===== src/rtl/alu_multi.sv =====
// Multi-accumulator ALU: NREGS accumulators of WIDTH bits, zero/carry flags,
// carry-chained add/subtract and bit-serial shifts, with a sticky error trap.
module alu_multi #(
  parameter int WIDTH = 8,
  parameter int NREGS = 4,
  localparam int SELW = $clog2(NREGS)
) (
  input  logic                        clock,
  input  logic                        reset,
  input  logic [4+SELW+WIDTH-1:0]     inst,
  input  logic                        inst_valid,
  output logic                        inst_ready,
  input  logic                        err_clear,
  output logic [WIDTH-1:0]            result,
  output logic [SELW-1:0]             result_sel,
  output logic                        result_valid,
  output logic                        flag_zero,
  output logic                        flag_carry,
  output logic                        error,
  output logic [1:0]                  dbg_state
);

  localparam int CNTW = $clog2(WIDTH + 1);
  localparam logic [WIDTH-1:0] WIDTH_IMM = WIDTH'(WIDTH);

  typedef enum logic [1:0] {S_RESET, S_READY, S_SHIFT, S_ERROR} state_t;
  state_t state, state_next;

  logic [3:0]       code;
  logic [SELW-1:0]  sel;
  logic [WIDTH-1:0] imm;
  logic [WIDTH-1:0] acc [NREGS];
  logic [WIDTH-1:0] a;
  logic             accept, illegal, is_shift, multi_shift;
  logic [CNTW-1:0]  shift_n;
  logic [WIDTH-1:0] op_val;
  logic             op_c, op_write;

  logic [WIDTH-1:0] sh_data, sh_next;
  logic [SELW-1:0]  sh_sel;
  logic             sh_left, sh_out;
  logic [CNTW-1:0]  sh_cnt;

  assign code = inst[4+SELW+WIDTH-1 -: 4];
  assign sel  = inst[WIDTH +: SELW];
  assign imm  = inst[WIDTH-1:0];
  assign a    = acc[sel];

  // Handshake: an instruction is taken on a rising edge where inst_valid and
  // inst_ready are both high; inst_ready depends only on the current state.
  assign accept      = inst_valid & inst_ready;
  assign illegal     = (code >= 4'hC);
  assign is_shift    = (code == 4'h8) || (code == 4'h9);
  assign shift_n     = (imm >= WIDTH_IMM) ? CNTW'(WIDTH) : CNTW'(imm);
  assign multi_shift = is_shift && (shift_n != '0);
  assign dbg_state   = state;

  assign sh_next = sh_left ? {sh_data[WIDTH-2:0], 1'b0} : {1'b0, sh_data[WIDTH-1:1]};
  assign sh_out  = sh_left ? sh_data[WIDTH-1] : sh_data[0];

  always_ff @(posedge clock or negedge reset) begin
    if (!reset) state <= S_RESET;
    else        state <= state_next;
  end

  always_comb begin
    state_next = state;
    inst_ready = 1'b0;
    error      = 1'b0;
    case (state)
      S_RESET: state_next = S_READY;
      S_READY: begin
        inst_ready = 1'b1;
        if (accept) begin
          if (illegal)          state_next = S_ERROR;
          else if (multi_shift) state_next = S_SHIFT;
        end
      end
      S_SHIFT: if (sh_cnt == CNTW'(1)) state_next = S_READY;
      S_ERROR: begin
        error = 1'b1;
        if (err_clear) state_next = S_READY;
      end
      default: state_next = S_RESET;
    endcase
  end

  // Single-cycle result; a zero-length shift is treated as a plain write.
  always_comb begin
    op_val   = a;
    op_c     = 1'b0;
    op_write = 1'b1;
    case (code)
      4'h0: op_write = 1'b0;
      4'h1: op_val = imm;
      4'h2: {op_c, op_val} = {1'b0, a} + {1'b0, imm};
      4'h3: {op_c, op_val} = {1'b0, a} - {1'b0, imm};
      4'h4: op_val = ~a;
      4'h5: op_val = a & imm;
      4'h6: op_val = a | imm;
      4'h7: op_val = a ^ imm;
      4'h8, 4'h9: op_write = (shift_n == '0);
      4'hA: {op_c, op_val} = {1'b0, a} + {1'b0, imm} + {{WIDTH{1'b0}}, flag_carry};
      4'hB: {op_c, op_val} = {1'b0, a} - {1'b0, imm} - {{WIDTH{1'b0}}, flag_carry};
      default: op_write = 1'b0;
    endcase
  end

  always_ff @(posedge clock or negedge reset) begin
    if (!reset) begin
      for (int i = 0; i < NREGS; i++) acc[i] <= '0;
      result       <= '0;
      result_sel   <= '0;
      result_valid <= 1'b0;
      flag_zero    <= 1'b0;
      flag_carry   <= 1'b0;
      sh_data      <= '0;
      sh_sel       <= '0;
      sh_left      <= 1'b0;
      sh_cnt       <= '0;
    end else begin
      result_valid <= 1'b0;
      if (accept && op_write) begin
        acc[sel]     <= op_val;
        result       <= op_val;
        result_sel   <= sel;
        flag_zero    <= (op_val == '0);
        flag_carry   <= op_c;
        result_valid <= 1'b1;
      end
      if (accept && multi_shift) begin
        sh_data <= a;
        sh_sel  <= sel;
        sh_left <= (code == 4'h8);
        sh_cnt  <= shift_n;
      end
      // Flags and result stay frozen until the final shift step.
      if (state == S_SHIFT) begin
        sh_data <= sh_next;
        sh_cnt  <= sh_cnt - 1'b1;
        if (sh_cnt == CNTW'(1)) begin
          acc[sh_sel]  <= sh_next;
          result       <= sh_next;
          result_sel   <= sh_sel;
          flag_zero    <= (sh_next == '0);
          flag_carry   <= sh_out;
          result_valid <= 1'b1;
        end
      end
    end
  end

endmodule


===== config.mk =====
export PLATFORM = sky130hd
export DESIGN_NAME = alu_multi
export DESIGN_NICKNAME = d
export VERILOG_FILES = /design/src/rtl/alu_multi.sv
export SDC_FILE = /design/constraint.sdc
export NUM_CORES = 1
export LEC_CHECK = 0
export ABC_AREA = 1
export CAP_MARGIN = 20
export CORE_AREA = 3 3 138 140
export DETAILED_ROUTE_END_ITERATION = 10
export DIE_AREA = 0 0 141 143
export PLACE_DENSITY_LB_ADDON = 0.2
export SLEW_MARGIN = 20
export SYNTH_ARGS = -nofsm -noshare
export SYNTH_HDL_FRONTEND = slang
export SYNTH_SLANG_ARGS = --single-unit

===== constraint.sdc =====
create_clock -name clock -period 3.95 [get_ports clock]
set_clock_uncertainty 0.15 [all_clocks]
set_input_delay 0.395 -clock clock [delete_from_list [all_inputs] [get_ports clock]]
set_output_delay 0.395 -clock clock [all_outputs]
set_load 0.02 [all_outputs]

==> impl_metrics.ini, run 1 <==
; flow metrics
[timing]
finalCriticalPeriod_ns = 3.64
rsz0062_at_grt = false
hold_viol_final = 0
slew_viol_final = 0
fin_crit_sh_pct = 92.1
worst_pin_slew_ns = 0.951
whs_ns = 0.000511
max_freq_ghz = 0.275
setup_viol = 0

[finish]
diodes = 0
final_util_pct = 37.3
mostFrequentLayoutCell = nand2_1
layout-drive-gt1-share_pct = 13.1
synthToLayoutAreaGrowth_pct = 24.5
mostFrequentLayoutCells = nand2_1, inv_1, nor2_1

[critical_path]
crit_path_cell_trace = clkdlybuf4s50_1, buf_4, buf_4, nor2_4, a21oi_1, nand2_1, inv_1, ha_1, inv_1, nand2_1, nand2_1, nor2_1, nand3_1, nor2_1, nand2_1, nand3_1, nand3_1, nand2_1, inv_2, nor2_1, nand3_1, nand2_1
reg2reg_depth = 19
max_stage_delay_ns = 0.50
cp-end-kind = flop
worstReg2RegStart = acc[20]$_DFF_PN0_
path_common_cell = nand2_1
cp_data_arrival_time_ns = 3.76
r2r_end = flag_zero$_DFF_PN0_
slowest_stage = clkdlybuf4s50_1
worstSetupPathType = input pin to flop

[synth]
flop_cell = dfrtp_1
ys_cells = 820
ys_area_sq_um = 5380
yosys.area_share.aoi_pct = 16.4
logic_family = simple AND/OR/NAND/NOR gates
yosys-top-cells-count = nand2_1, inv_1, nand3_1, nor2_1, dfrtp_1
synthArstFlopShare_pct = 100
yosysUniqueCellTypes = 42
synth_seq_share_pct = 28.8
ys_warn_count = 0
simple_gate_area_share_pct = 36.4
synth_cells = 820
yosys-top-cells-area = dfrtp_1, nand2_1, nand3_1

[global_routing]
grt_use_total_pct = 20.1
first_global_vias = 5580
antenna_found_initial = 0
grt_pass1_wl_mm = 31.3

[status]
outcome = finished clean

[power]
combPwrFrac_pct = 57.4
p_seq_w = 0.00114
power_density_nw_per_um2 = 684
power.share.clock_pct = 17.7
pg_comb_w = 0.00263
power.switching_w = 0.00214
power-top-group = combinational logic
internal_power_w = 0.00244

[drt]
num_vias = 5794
vias_per_cell = 5.07
drt_iter0_markers = 490
wl_per_cell_um = 17.4
dr.pass1.iters = 5

[placement]
globalplace.congestion = 0.933
dp_hpwl_mm = 15.8

[hold_path]
hp-class = input pin to asynchronous set/reset pin

[job]
drv_cap = 0

[cts]
clk_latency_ns = 0.34
cts_tree = yes
cts_buffers = 9
clockBufferDepth = 2

[floorplan]
die_area_sq_um = 20200
placementRows = 49
[run 1: flip-flops by register name, indices dropped and copies added, names as in the netlist]
signal,flops
sh_cnt,4
result_sel,2
sh_data,8
sh_left,1
flag_carry,1
result_valid,1
sh_sel,2
dbg_state,2
flag_zero,1
acc,32
result,8
[run 1: routing by layer]
metal	wire length, um	vias to the layer above	GRT usage [%]
met2	8920	192	31.9
li1	-	2888	-
met3	970	23	2.85
met1	9610	2691	28.7
met4	419	0	5.51
met5	0	-	0
[run 1: stage by stage]
stage,TNS (ns),setup slack (ns),cell area [sq um],power [W],cells
after global placement,-0.0647,-0.0217,6390,0.00374,1127
after global routing,0,0.0300,6700,0.00495,1143
after CTS,0,0.229,6690,0.00457,1143
after floorplan,0,0.802,5380,0.00269,820
after detailed placement,-1.16,-0.108,6390,0.00373,1127
final,0,0.311,6700,0.00458,1143
[run 1: what timing repair did]
item                       in CTS  in global routing
buffers inserted                0                  0
gates resized                   0                  2
setup endpoints to repair       0                  4
[run 1: worst max-delay path by stage]
stage                 start  slack, ns  depth (start not counted)                  end
finish              inst[8]       0.31                         22  flag_zero$_DFF_PN0_
detailed placement  inst[8]      -0.11                         22  flag_zero$_DFF_PN0_
global placement    inst[8]      -0.02                         21    acc[12]$_DFF_PN0_
CTS                 inst[8]       0.23                         22  flag_zero$_DFF_PN0_
global route        inst[8]       0.03                         22  flag_zero$_DFF_PN0_
floorplan           inst[8]       0.80                         21  flag_zero$_DFF_PN0_
[run 1: cell type report]
class | instances | area (sq um)
Multi-Input combinational cell | 631 | 3350
Tap cell | 229 | 287
Sequential cell | 62 | 1550
Fill cell | 1970 | 11300
Timing Repair Buffer | 89 | 773
Clock buffer | 11 | 243
Clock inverter | 5 | 57.6
Inverter | 116 | 438
Run 1, M2 wires:
Bar = 50 um.
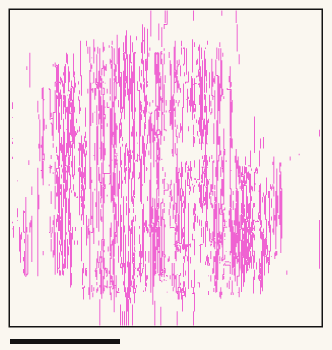
longest straight run: 77.5 um
main direction: vertical
share of all routed wire: 45%
nets with wire on the layer: 731

Run 1, signal wires by layer:
Bar = 50 um. Only two layers are drawn.
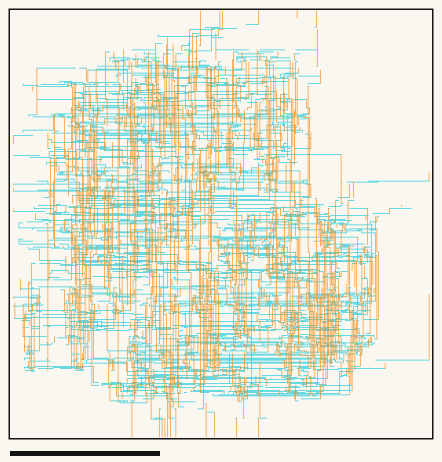
[M2] orange | wire length: 8,920 um
[M1] cyan | wire length: 9,610 um

Run 1, floorplan with the power grid:
Bar = 50 um. Pins as bars on the die edge.
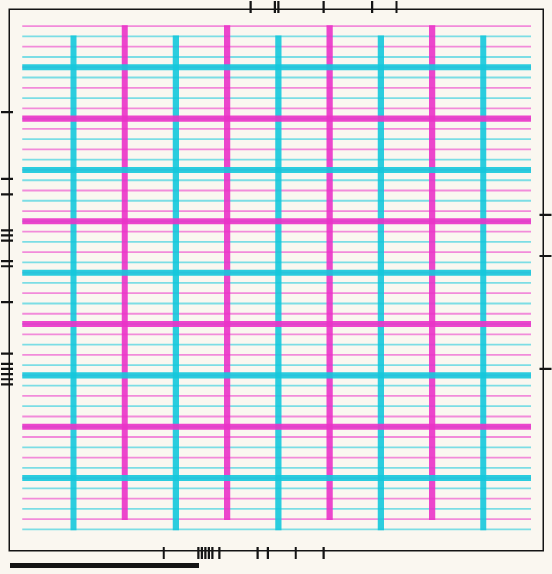
[VSS] cyan
[VDD] magenta
signal pins: 35
met4 straps: 9
met5 straps: 9
rows: 49
core area: 18,000 sq um
Die Span Y: 143 um
worst vdd ir: 0.000308 V
die width: 141 um

==> inputs of run 2 (changes only) <==
SLEW_MARGIN = unset   (was 20)
Run 2, M2 wires:
Bar = 50 um.
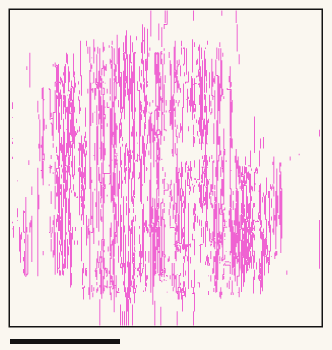
wire length on this layer: 8,920 um
share of all routed wire: 45%
main direction: vertical

==> impl_metrics.ini, run 2 <==
; flow metrics
[timing]
setup_ws_ns = 0.311
finalCriticalPeriod_ns = 3.64
fin_tns_setup_ns = 0
setup_viol = 0
hold_viol_final = 0
fin_crit_sh_pct = 92.1
worst_pin_slew_ns = 0.951
rsz0062_at_grt = false
max_freq_ghz = 0.275
whs_ns = 0.000511
slew_viol_final = 0
max_slew_margin_pct = 34.8

[synth]
ys_area_sq_um = 5380
logic_family = simple AND/OR/NAND/NOR gates
yosys-top-cells-area = dfrtp_1, nand2_1, nand3_1
yosys-top-cells-count = nand2_1, inv_1, nand3_1, nor2_1, dfrtp_1
simple_gate_area_share_pct = 36.4
ys_warn_count = 0
yosysUniqueCellTypes = 42
synthArstFlopShare_pct = 100
syn_avg_cell_area_sq_um = 6.56
ys_cells = 820
synth_cells = 820
synth_seq_share_pct = 28.8
yosys.area_share.aoi_pct = 16.4
flop_cell = dfrtp_1

[job]
drv_cap = 0
tool_warnings = 45

[power]
peakVddDrop_v = 0.000308
power_density_nw_per_um2 = 684

[finish]
mostFrequentLayoutCell = nand2_1
layout-drive-gt1-share_pct = 13.1
largest_reg_flops = 32
diodes = 0
synthToLayoutAreaGrowth_pct = 24.5
top_regs = acc: 32 flops, result: 8 flops, sh_data: 8 flops
regMostFlops = acc
final_nets = 961
mostFrequentLayoutCells = nand2_1, inv_1, nor2_1

[cts]
holdBufCountCts = 0
cts_resized = 0
clockBufferDepth = 2
clk_latency_ns = 0.34
htreeDepth = 3
post_cts_buffers = 0
cts_tree = yes
cts_buffers = 9

[global_routing]
grt_use_total_pct = 20.1
first_global_vias = 5580
antenna_found_initial = 0
grt_pass1_wl_mm = 31.3

[placement]
place_ws_ns = -0.108
port_buffers = 34
dp_hpwl_mm = 15.8
globalplace.congestion = 0.933

[floorplan]
placementRows = 49
die_h_um = 143
die_area_sq_um = 20200
core_sq_um = 18000
die_w_um = 141

[drt]
num_vias = 5794
drc = 0
wl_per_cell_um = 17.4
routed_wl_mm = 19.9
drt_iter0_markers = 490
dr.pass1.iters = 5
vias_per_cell = 5.07

[critical_path]
slowest_stage = clkdlybuf4s50_1
worstSetupPathType = input pin to flop
crit_path_cell_trace = clkdlybuf4s50_1, buf_4, buf_4, nor2_4, a21oi_1, nand2_1, inv_1, ha_1, inv_1, nand2_1, nand2_1, nor2_1, nand3_1, nor2_1, nand2_1, nand3_1, nand3_1, nand2_1, inv_2, nor2_1, nand3_1, nand2_1
critPathMaxFanout = 7
cp.required_ns = 4.07
cp_data_arrival_time_ns = 3.76
max_stage_delay_ns = 0.50
cp-end-kind = flop
critPathTopFamily = simple AND/OR/NAND/NOR gates
path_common_cell = nand2_1

[hold_path]
hp-class = input pin to asynchronous set/reset pin

[status]
outcome = finished clean
Run 2, floorplan with the power grid:
Bar = 50 um. Pins as bars on the die edge.
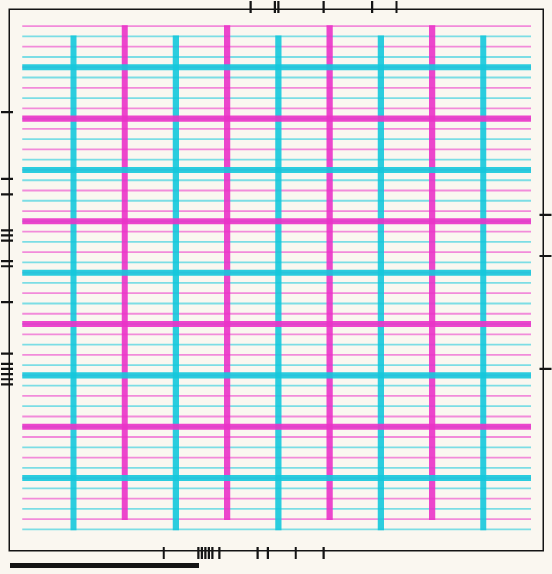
[VSS] cyan
[VDD] magenta
met1 rails: 50
met5 straps: 9

run 2: cell counts after synthesis:
No cell type changed its count.
run 2: final timing paths:
path                       depth (start not counted)                    end  slack, ns                 from
max in group asynchronous                          2  sh_cnt[0]$_DFFE_PN0P_       2.76                reset
min in group clock                                 2    result[4]$_DFF_PN0_       0.35  result[4]$_DFF_PN0_
hold reg to reg                                    2    result[4]$_DFF_PN0_       0.35  result[4]$_DFF_PN0_
hold / removal                                     1      acc[19]$_DFF_PN0_     0.0005                reset
setup / recovery                                  22    flag_zero$_DFF_PN0_       0.31              inst[8]
setup reg to reg                                  19    flag_zero$_DFF_PN0_       0.75    acc[20]$_DFF_PN0_
run 2: where the power goes:
| part | leakage (nW) | internal [W] | switching (W) |
|---|---|---|---|
| Combinational | 2.46 | 0.00100 | 0.00163 |
| Clock | 0.150 | 0.000507 | 0.000304 |
| Sequential | 0.764 | 0.000931 | 0.000211 |
run 2: metal layers:
metal  vias to the layer above  share of wire [%]  global-route usage, %
met5                         -                  0                      0
met4                         0                2.1                   5.51
met3                        23                4.9                   2.85
met2                       192                 45                   31.9
met1                      2691                 48                   28.7
li1                       2888                  -                      -
run 2: through the flow:
step,util (%),instance area (sq um),instances,power (W)
final,37.3,6700,1143,0.00458
after global routing,37.3,6700,1143,0.00495
after CTS,37.2,6690,1143,0.00457
after detailed placement,35.6,6390,1127,0.00373
after global placement,35.6,6390,1127,0.00374
after floorplan,-,5380,820,0.00269
run 2: layout make-up:
cell class / count / area (sq um)
fill: 1970 / 11300
sequential: 62 / 1550
inverter: 116 / 438
tap: 229 / 287
clock buffer: 11 / 243
clock inverter: 5 / 57.6
multi-input combinational: 631 / 3350
timing repair buffer: 89 / 773
No activity file was given, so power comes from the tool's default toggle rates.
